[src/rtl/uart_cfg.sv]
// -----------------------------------------------------------------------------
// uart_cfg -- parametrised full-duplex UART transceiver.
//
// Frame on the wire: start bit (0), D_BITS data bits LSB first, an optional
// parity bit, then STOP_BITS stop bits (1). TX and RX run independently and
// share only the clock and reset.
//
// Parameters:
//   D_BITS        data bits per frame (5..16)
//   CLKS_PER_BIT  clock cycles per serial bit (>= 4)
//   PARITY        0 = none, 1 = odd, 2 = even
//   STOP_BITS     1 or 2
//
// Ports:
//   i_clk          clock
//   reset          synchronous, active-high
//   i_data         TX word, captured when a request is accepted
//   i_tx_enable    TX request
//   o_tx           serial out, idle high
//   o_tx_rdy       TX idle; a request is accepted while this is high
//   o_tx_done      one-cycle pulse at the end of the last stop bit
//   i_rx           serial in, asynchronous to i_clk
//   o_data         last correctly received word
//   o_dvalid       one-cycle pulse, o_data updated
//   o_parity_err   one-cycle pulse, parity mismatch on a received frame
//   o_frame_err    one-cycle pulse, a stop bit was sampled low
//   o_tx_state     TX FSM state (debug)
//   o_rx_state     RX FSM state (debug)
//
// TX handshake: a word is transferred on any cycle where i_tx_enable and
// o_tx_rdy are both high. o_tx_rdy drops the following cycle and stays low
// until the frame has completed; requests made while it is low are dropped,
// not queued. o_tx_rdy rises in the same cycle as o_tx_done, and a new word
// may be transferred in that very cycle.
// -----------------------------------------------------------------------------
module uart_cfg #(
    parameter int D_BITS       = 8,
    parameter int CLKS_PER_BIT = 868,
    parameter int PARITY       = 0,
    parameter int STOP_BITS    = 1
) (
    input  logic              i_clk,
    input  logic              reset,
    input  logic [D_BITS-1:0] i_data,
    input  logic              i_tx_enable,
    output logic              o_tx,
    output logic              o_tx_rdy,
    output logic              o_tx_done,
    input  logic              i_rx,
    output logic [D_BITS-1:0] o_data,
    output logic              o_dvalid,
    output logic              o_parity_err,
    output logic              o_frame_err,
    output logic [2:0]        o_tx_state,
    output logic [2:0]        o_rx_state
);

    localparam int CW = $clog2(CLKS_PER_BIT);
    localparam int BW = $clog2(D_BITS + 1);

    localparam logic [CW-1:0] BIT_LAST  = CW'(CLKS_PER_BIT - 1);
    localparam logic [CW-1:0] HALF_LAST = CW'(CLKS_PER_BIT / 2 - 1);
    localparam logic [BW-1:0] DATA_LAST = BW'(D_BITS - 1);
    localparam logic [BW-1:0] STOP_LAST = BW'(STOP_BITS - 1);
    localparam bit            HAS_PAR   = (PARITY != 0);
    localparam bit            ODD_PAR   = (PARITY == 1);

    typedef enum logic [2:0] {
        TX_IDLE, TX_START, TX_DATA, TX_PARITY, TX_STOP
    } tx_state_e;

    typedef enum logic [2:0] {
        RX_IDLE, RX_START, RX_DATA, RX_PARITY, RX_STOP, RX_WAIT_HIGH
    } rx_state_e;

    // ------------------------------------------------------------------
    // Transmitter
    // ------------------------------------------------------------------
    tx_state_e         tx_state_q, tx_state_d;
    logic [CW-1:0]     tx_cnt_q, tx_cnt_d;
    logic [BW-1:0]     tx_bit_q, tx_bit_d;
    logic [D_BITS-1:0] tx_shift_q, tx_shift_d;
    logic              tx_par_q, tx_par_d;
    logic              tx_line_q, tx_line_d;
    logic              tx_done_q, tx_done_d;

    always_ff @(posedge i_clk) begin
        if (reset) begin
            tx_state_q <= TX_IDLE;
            tx_cnt_q   <= '0;
            tx_bit_q   <= '0;
            tx_shift_q <= '0;
            tx_par_q   <= 1'b0;
            tx_line_q  <= 1'b1;
            tx_done_q  <= 1'b0;
        end else begin
            tx_state_q <= tx_state_d;
            tx_cnt_q   <= tx_cnt_d;
            tx_bit_q   <= tx_bit_d;
            tx_shift_q <= tx_shift_d;
            tx_par_q   <= tx_par_d;
            tx_line_q  <= tx_line_d;
            tx_done_q  <= tx_done_d;
        end
    end

    always_comb begin
        tx_state_d = tx_state_q;
        tx_cnt_d   = tx_cnt_q;
        tx_bit_d   = tx_bit_q;
        tx_shift_d = tx_shift_q;
        tx_par_d   = tx_par_q;
        tx_done_d  = 1'b0;

        case (tx_state_q)
            TX_IDLE: begin
                if (i_tx_enable) begin
                    tx_shift_d = i_data;
                    tx_par_d   = (^i_data) ^ ODD_PAR;
                    tx_cnt_d   = '0;
                    tx_bit_d   = '0;
                    tx_state_d = TX_START;
                end
            end
            TX_START: begin
                if (tx_cnt_q == BIT_LAST) begin
                    tx_cnt_d   = '0;
                    tx_state_d = TX_DATA;
                end else begin
                    tx_cnt_d = tx_cnt_q + 1'b1;
                end
            end
            TX_DATA: begin
                if (tx_cnt_q == BIT_LAST) begin
                    tx_cnt_d   = '0;
                    tx_shift_d = tx_shift_q >> 1;
                    if (tx_bit_q == DATA_LAST) begin
                        tx_bit_d   = '0;
                        tx_state_d = HAS_PAR ? TX_PARITY : TX_STOP;
                    end else begin
                        tx_bit_d = tx_bit_q + 1'b1;
                    end
                end else begin
                    tx_cnt_d = tx_cnt_q + 1'b1;
                end
            end
            TX_PARITY: begin
                if (tx_cnt_q == BIT_LAST) begin
                    tx_cnt_d   = '0;
                    tx_state_d = TX_STOP;
                end else begin
                    tx_cnt_d = tx_cnt_q + 1'b1;
                end
            end
            TX_STOP: begin
                // tx_bit counts stop bits here so two stop bits reuse one state.
                if (tx_cnt_q == BIT_LAST) begin
                    tx_cnt_d = '0;
                    if (tx_bit_q == STOP_LAST) begin
                        tx_bit_d   = '0;
                        tx_done_d  = 1'b1;
                        tx_state_d = TX_IDLE;
                    end else begin
                        tx_bit_d = tx_bit_q + 1'b1;
                    end
                end else begin
                    tx_cnt_d = tx_cnt_q + 1'b1;
                end
            end
            default: tx_state_d = TX_IDLE;
        endcase

        // The line is registered, so it is decoded from the next state: it
        // changes on exactly the edge where the FSM enters a new bit.
        case (tx_state_d)
            TX_START:  tx_line_d = 1'b0;
            TX_DATA:   tx_line_d = tx_shift_d[0];
            TX_PARITY: tx_line_d = tx_par_d;
            default:   tx_line_d = 1'b1;
        endcase
    end

    assign o_tx       = tx_line_q;
    assign o_tx_rdy   = (tx_state_q == TX_IDLE);
    assign o_tx_done  = tx_done_q;
    assign o_tx_state = tx_state_q;

    // ------------------------------------------------------------------
    // Receiver
    // ------------------------------------------------------------------
    logic              rx_meta_q, rx_sync_q;
    rx_state_e         rx_state_q, rx_state_d;
    logic [CW-1:0]     rx_cnt_q, rx_cnt_d;
    logic [BW-1:0]     rx_bit_q, rx_bit_d;
    logic [D_BITS-1:0] rx_shift_q, rx_shift_d;
    logic              rx_perr_q, rx_perr_d;
    logic [D_BITS-1:0] rx_word_q, rx_word_d;
    logic              rx_valid_q, rx_valid_d;
    logic              rx_par_err_q, rx_par_err_d;
    logic              rx_frm_err_q, rx_frm_err_d;

    // Two-flop synchroniser; reset high so a reset never looks like a start.
    always_ff @(posedge i_clk) begin
        if (reset) begin
            rx_meta_q <= 1'b1;
            rx_sync_q <= 1'b1;
        end else begin
            rx_meta_q <= i_rx;
            rx_sync_q <= rx_meta_q;
        end
    end

    always_ff @(posedge i_clk) begin
        if (reset) begin
            rx_state_q   <= RX_IDLE;
            rx_cnt_q     <= '0;
            rx_bit_q     <= '0;
            rx_shift_q   <= '0;
            rx_perr_q    <= 1'b0;
            rx_word_q    <= '0;
            rx_valid_q   <= 1'b0;
            rx_par_err_q <= 1'b0;
            rx_frm_err_q <= 1'b0;
        end else begin
            rx_state_q   <= rx_state_d;
            rx_cnt_q     <= rx_cnt_d;
            rx_bit_q     <= rx_bit_d;
            rx_shift_q   <= rx_shift_d;
            rx_perr_q    <= rx_perr_d;
            rx_word_q    <= rx_word_d;
            rx_valid_q   <= rx_valid_d;
            rx_par_err_q <= rx_par_err_d;
            rx_frm_err_q <= rx_frm_err_d;
        end
    end

    always_comb begin
        rx_state_d   = rx_state_q;
        rx_cnt_d     = rx_cnt_q;
        rx_bit_d     = rx_bit_q;
        rx_shift_d   = rx_shift_q;
        rx_perr_d    = rx_perr_q;
        rx_word_d    = rx_word_q;
        rx_valid_d   = 1'b0;
        rx_par_err_d = 1'b0;
        rx_frm_err_d = 1'b0;

        case (rx_state_q)
            RX_IDLE: begin
                if (!rx_sync_q) begin
                    rx_cnt_d   = '0;
                    rx_state_d = RX_START;
                end
            end
            RX_START: begin
                // Re-check the line half a bit in; from here on every sample
                // lands one full bit later, i.e. near mid-bit.
                if (rx_cnt_q == HALF_LAST) begin
                    rx_cnt_d = '0;
                    if (rx_sync_q) begin
                        rx_state_d = RX_IDLE;
                    end else begin
                        rx_bit_d   = '0;
                        rx_perr_d  = 1'b0;
                        rx_state_d = RX_DATA;
                    end
                end else begin
                    rx_cnt_d = rx_cnt_q + 1'b1;
                end
            end
            RX_DATA: begin
                if (rx_cnt_q == BIT_LAST) begin
                    rx_cnt_d   = '0;
                    rx_shift_d = {rx_sync_q, rx_shift_q[D_BITS-1:1]};
                    if (rx_bit_q == DATA_LAST) begin
                        rx_bit_d   = '0;
                        rx_state_d = HAS_PAR ? RX_PARITY : RX_STOP;
                    end else begin
                        rx_bit_d = rx_bit_q + 1'b1;
                    end
                end else begin
                    rx_cnt_d = rx_cnt_q + 1'b1;
                end
            end
            RX_PARITY: begin
                if (rx_cnt_q == BIT_LAST) begin
                    rx_cnt_d   = '0;
                    rx_perr_d  = (^rx_shift_q) ^ rx_sync_q ^ ODD_PAR;
                    rx_state_d = RX_STOP;
                end else begin
                    rx_cnt_d = rx_cnt_q + 1'b1;
                end
            end
            RX_STOP: begin
                if (rx_cnt_q == BIT_LAST) begin
                    rx_cnt_d = '0;
                    if (!rx_sync_q) begin
                        // Framing error takes priority over a parity error.
                        rx_frm_err_d = 1'b1;
                        rx_bit_d     = '0;
                        rx_state_d   = RX_WAIT_HIGH;
                    end else if (rx_bit_q == STOP_LAST) begin
                        rx_bit_d   = '0;
                        rx_state_d = RX_IDLE;
                        if (rx_perr_q) begin
                            rx_par_err_d = 1'b1;
                        end else begin
                            rx_word_d  = rx_shift_q;
                            rx_valid_d = 1'b1;
                        end
                    end else begin
                        rx_bit_d = rx_bit_q + 1'b1;
                    end
                end else begin
                    rx_cnt_d = rx_cnt_q + 1'b1;
                end
            end
            RX_WAIT_HIGH: begin
                // Sit out a break: a low line here must not start a new frame.
                if (rx_sync_q) begin
                    rx_state_d = RX_IDLE;
                end
            end
            default: rx_state_d = RX_IDLE;
        endcase
    end

    assign o_data       = rx_word_q;
    assign o_dvalid     = rx_valid_q;
    assign o_parity_err = rx_par_err_q;
    assign o_frame_err  = rx_frm_err_q;
    assign o_rx_state   = rx_state_q;

endmodule

[config.mk]
export PLATFORM = sky130hd
export DESIGN_NAME = uart_cfg
export DESIGN_NICKNAME = d
export VERILOG_FILES = /design/src/rtl/uart_cfg.sv
export SDC_FILE = /design/constraint.sdc
export NUM_CORES = 1
export LEC_CHECK = 0
export CAP_MARGIN = 20
export CORE_ASPECT_RATIO = 2
export CORE_MARGIN = 4
export CORE_UTILIZATION = 50
export DETAILED_ROUTE_END_ITERATION = 10
export MAX_ROUTING_LAYER = met4
export PLACE_DENSITY = 0.71
export SLEW_MARGIN = 10
export SYNTH_ARGS = -nofsm -noshare
export SYNTH_HDL_FRONTEND = slang
export SYNTH_SLANG_ARGS = --single-unit
[constraint.sdc]
create_clock -name i_clk -period 2.4 [get_ports i_clk]
set_input_delay 0.24 -clock i_clk [delete_from_list [all_inputs] [get_ports i_clk]]
set_output_delay 0.24 -clock i_clk [all_outputs]
set_load 0.02 [all_outputs]
==> run_1/clock_map.png <==
(6 px per um)
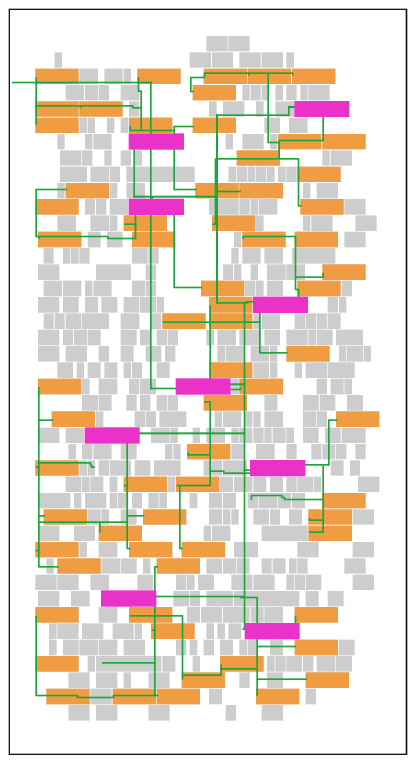
Key: green = clock wires [length 878 um]; orange = flip-flops [count 67]; magenta = cells driving clock nets [count 9]
There are 10 routed clock nets.
power of the clock network: 1.37 mW
insertion delay at the late pin of the worst-skew pair: 330 ps
part of the total power dissipated in the clock network: 0.484
Clock Skews: 5.63 ps

==> run_1/cell_classes.png <==
(4 px per um) Fill, decap, tap and diode cells in gray.
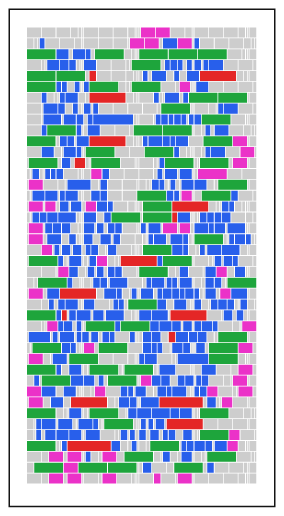
Key: magenta = other buffers and delay cells [cells 51, share of their area 11%]; blue = all other logic [cells 315, share of their area 48%]; red = clock drivers and dummy loads [cells 16, share of their area 7.6%]; green = flip-flops [cells 67, share of their area 33%]
Final Core Density: 0.642
sequential share of cell area: 0.318
placeable core region: 6570 um2

==> run_1/final_congestion.png <==
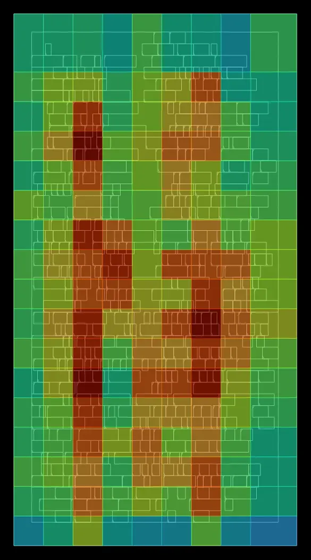
fraction of met1 tracks used by global routing: 0.205
busiest layer in global routing: met2

==> reports/results.md, run 1 <==
| Metric | This run |
|:---|:---|
| Final hold slack | 406 ps |
| Final-layout clock-cell area share | 0.0736 |
| Flip-flops with a built-in enable | 0 |
| Number of setup violations in the final report | 0 |
| Critical path class | reg2reg |
| Cell breakdown of the critical path | or3b_4 -> or3_1 -> nor4_4 -> buf_12 -> mux2i_1 -> nor2_1 |
| Non-clock inverter total of the final layout | 10 |
| Final hold vios | 0 |
| Worst min-delay path category | reg2reg |
| P per Cell Area | 671 nW/um2 |
| R2r worst-path depth | 6 |
| Met2 routed wirelength | 4.27 mm |
| Netlist area before placement | 3360 um2 |
| Count of routing violations after the opening detailed-route iteration | 191 |
| Shortest clock period the worst path allows after layout | 2230 ps |
| Routed Wire Length | 7.74 mm |
| Longest Clk Path Bufs | 2 |
| Clkbuf count | 11 |
| Number of top-level design ports | 32 |
| Total GRT Usage | 0.213 |
| Overflow left after global routing | 0 |
| CTS H-tree lvls | 3 |
| Flops & latches, synth | 67 |
| Summed standard-cell area reported by yosys | 3360 um2 |
| Max-capacitance violation count | 0 |
| Number of warnings in the stage logs | 29 |
| Final routed DRC violation total | 0 |
| Final antenna diode count | 0 |
| CP arrival | 2420 ps |
| Num CTS Buffers | 9 |
| Data required time of the worst path | 2580 ps |
| Largest net degree at the start of global routing | 43 |
| Status | completed |
| Setup repair after global routing missed its margin | false |
| Non-clock buffers | 51 |
| Critical path startpoint category | flip-flop |
| Residual antenna-violating net count after detailed routing | 0 |
| Total cell area at the placement stage | 3880 um2 |
==> run 1 -> run 2 <==
==> constraint.sdc (replaced) <==
create_clock -name i_clk -period 2.6 [get_ports i_clk]
set_input_delay 0.26 -clock i_clk [delete_from_list [all_inputs] [get_ports i_clk]]
set_output_delay 0.26 -clock i_clk [all_outputs]
set_load 0.02 [all_outputs]
==> reports/results.md, run 2 <==
| Metric | This run | Delta |
|:---|:---|:---|
| P per Cell Area | 609 nW/um2 | -9.3% |
| Busiest layer in global routing | met2 |  |
| Sequential share of cell area | 0.326 | +0.00764 |
| Setup repair after global routing missed its margin | false |  |
| Summed standard-cell area reported by yosys | 3360 um2 | unchanged |
| Largest net degree at the start of global routing | 41 | -4.7% |
| Status | completed |  |
| Routed Wire Length | 7.97 mm | +3.1% |
| Cell breakdown of the critical path | ha_1 -> nand4b_1 -> nor4_1 -> o221ai_1 -> or4b_2 -> a21oi_1 |  |
| Netlist area before placement | 3360 um2 | unchanged |
| Placeable core region | 6570 um2 | unchanged |
| Worst min-delay path category | reg2reg |  |
| Shortest clock period the worst path allows after layout | 2340 ps | +107 ps |
| Clock Skews | 6.25 ps | +0.616 ps |
| Number of top-level design ports | 32 | unchanged |
| R2r worst-path depth | 6 | unchanged |
| CP arrival | 2590 ps | +170 ps |
| CTS H-tree lvls | 3 | unchanged |
| Number of setup violations in the final report | 0 | unchanged |
| Critical path startpoint category | flip-flop |  |
| Final hold vios | 0 | unchanged |
| Met2 routed wirelength | 4.53 mm | +6.0% |
| Flops & latches, synth | 67 | unchanged |
| Final Core Density | 0.627 | -0.0150 |
| Max-capacitance violation count | 0 | unchanged |
| Count of routing violations after the opening detailed-route iteration | 259 | +36% |
| Data required time of the worst path | 2850 ps | +270 ps |
| Insertion delay at the late pin of the worst-skew pair | 330 ps | about the same |
| Overflow left after global routing | 0 | unchanged |
| Final-layout clock-cell area share | 0.0687 | -0.00492 |
| Critical path class | reg2reg |  |
| Final period util | 0.900 |  |
| Flip-flops with a built-in enable | 0 | unchanged |
| Longest Clk Path Bufs | 2 | unchanged |
| Clkbuf count | 11 | unchanged |
| Final antenna diode count | 0 | unchanged |
| Final hold slack | 409 ps | +2.92 ps |
==> run_2/clock_map.png <==
(6 px per um)
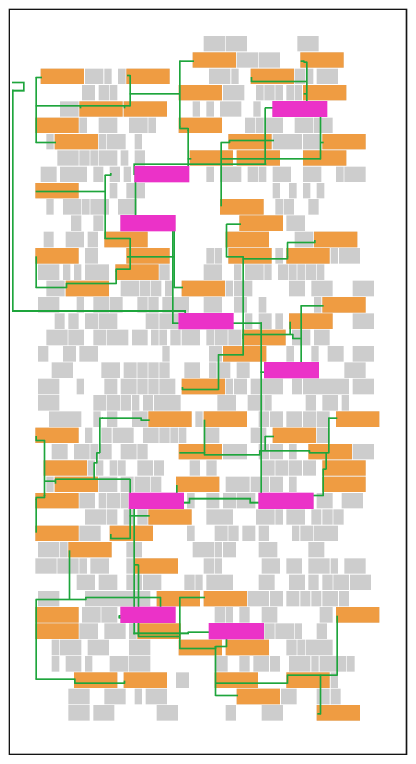
power of the clock network: 1.16 mW
part of the total power dissipated in the clock network: 0.462

==> run_2/registers.png <==
(4 px per um) Other sequential cells in the stronger gray, the rest of the logic in the fainter gray.
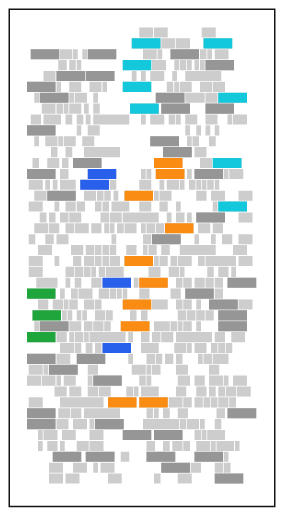
Key: green = `o_tx_state` [sequential cells 3]; blue = `tx_bit_q` [sequential cells 4]; orange = `rx_cnt_q` [sequential cells 10]; cyan = `o_data` [sequential cells 8]
Another 42 sequential cells are not colored.

==> run 2 -> run 3 <==
--- a/config.mk
+++ b/config.mk
@@ -5,7 +5,7 @@
 export SDC_FILE = /design/constraint.sdc
 export NUM_CORES = 1
 export LEC_CHECK = 0
-export CAP_MARGIN = 20
+export CAP_MARGIN = 10
 export CORE_ASPECT_RATIO = 2
 export CORE_MARGIN = 4
 export CORE_UTILIZATION = 50
==> constraint.sdc (replaced) <==
create_clock -name i_clk -period 2.24 [get_ports i_clk]
set_input_delay 0.224 -clock i_clk [delete_from_list [all_inputs] [get_ports i_clk]]
set_output_delay 0.224 -clock i_clk [all_outputs]
set_load 0.02 [all_outputs]
==> reports/results.md, run 3 <==
| Metric | This run | Delta |
|:---|:---|:---|
| Count of routing violations after the opening detailed-route iteration | 266 | +2.7% |
| Final-layout clock-cell area share | 0.0638 | -0.00494 |
| Busiest layer in global routing | met2 |  |
| Final hold slack | 413 ps | +4.31 ps |
| Largest net degree at the start of global routing | 39 | -4.9% |
| R2r worst-path depth | 5 | -1 |
| Data required time of the worst path | 2440 ps | -410 ps |
| Insertion delay at the late pin of the worst-skew pair | 330 ps | about the same |
| CP arrival | 2370 ps | -220 ps |
| Final hold vios | 0 | unchanged |
| Max-capacitance violation count | 0 | unchanged |
| Clkbuf count | 14 | +3 |
| Shortest clock period the worst path allows after layout | 2180 ps | -162 ps |
| Longest Clk Path Bufs | 2 | unchanged |
| Critical path startpoint category | flip-flop |  |
| Met2 routed wirelength | 4.64 mm | +2.4% |
| Worst min-delay path category | reg2reg |  |
| Sequential share of cell area | 0.312 | -0.0138 |
| Setup repair after global routing missed its margin | false |  |
| Power of the clock network | 1.29 mW | +10% |
| Flip-flops with a built-in enable | 0 | unchanged |
| Routed Wire Length | 8.11 mm | +1.7% |
| Flops & latches, synth | 67 | unchanged |
| Final period util | 0.973 | +0.0724 |
| Critical path class | reg2reg |  |
| Status | completed |  |
| Overflow left after global routing | 0 | unchanged |
| Final Core Density | 0.654 | +0.0276 |
| Clock Skews | 7.37 ps | +1.12 ps |
| Placeable core region | 6570 um2 | unchanged |
==> run_3/final_congestion.png <==
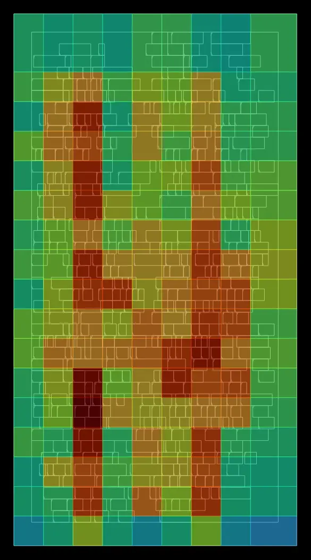
Routed wire per std cell: 14.7 um
global-route track usage on met2: 0.409

==> run_3/cell_classes.png <==
(4 px per um) Fill, decap, tap and diode cells in gray.
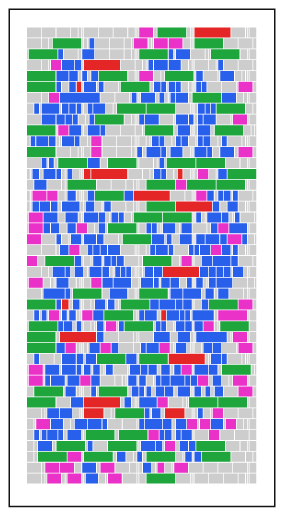
Key: blue = all other logic [cells 315, share of their area 48%]; magenta = other buffers and delay cells [cells 66, share of their area 14%]; green = flip-flops [cells 67, share of their area 32%]; red = clock drivers and dummy loads [cells 16, share of their area 6.5%]

Power and IR drop assume default switching activity.
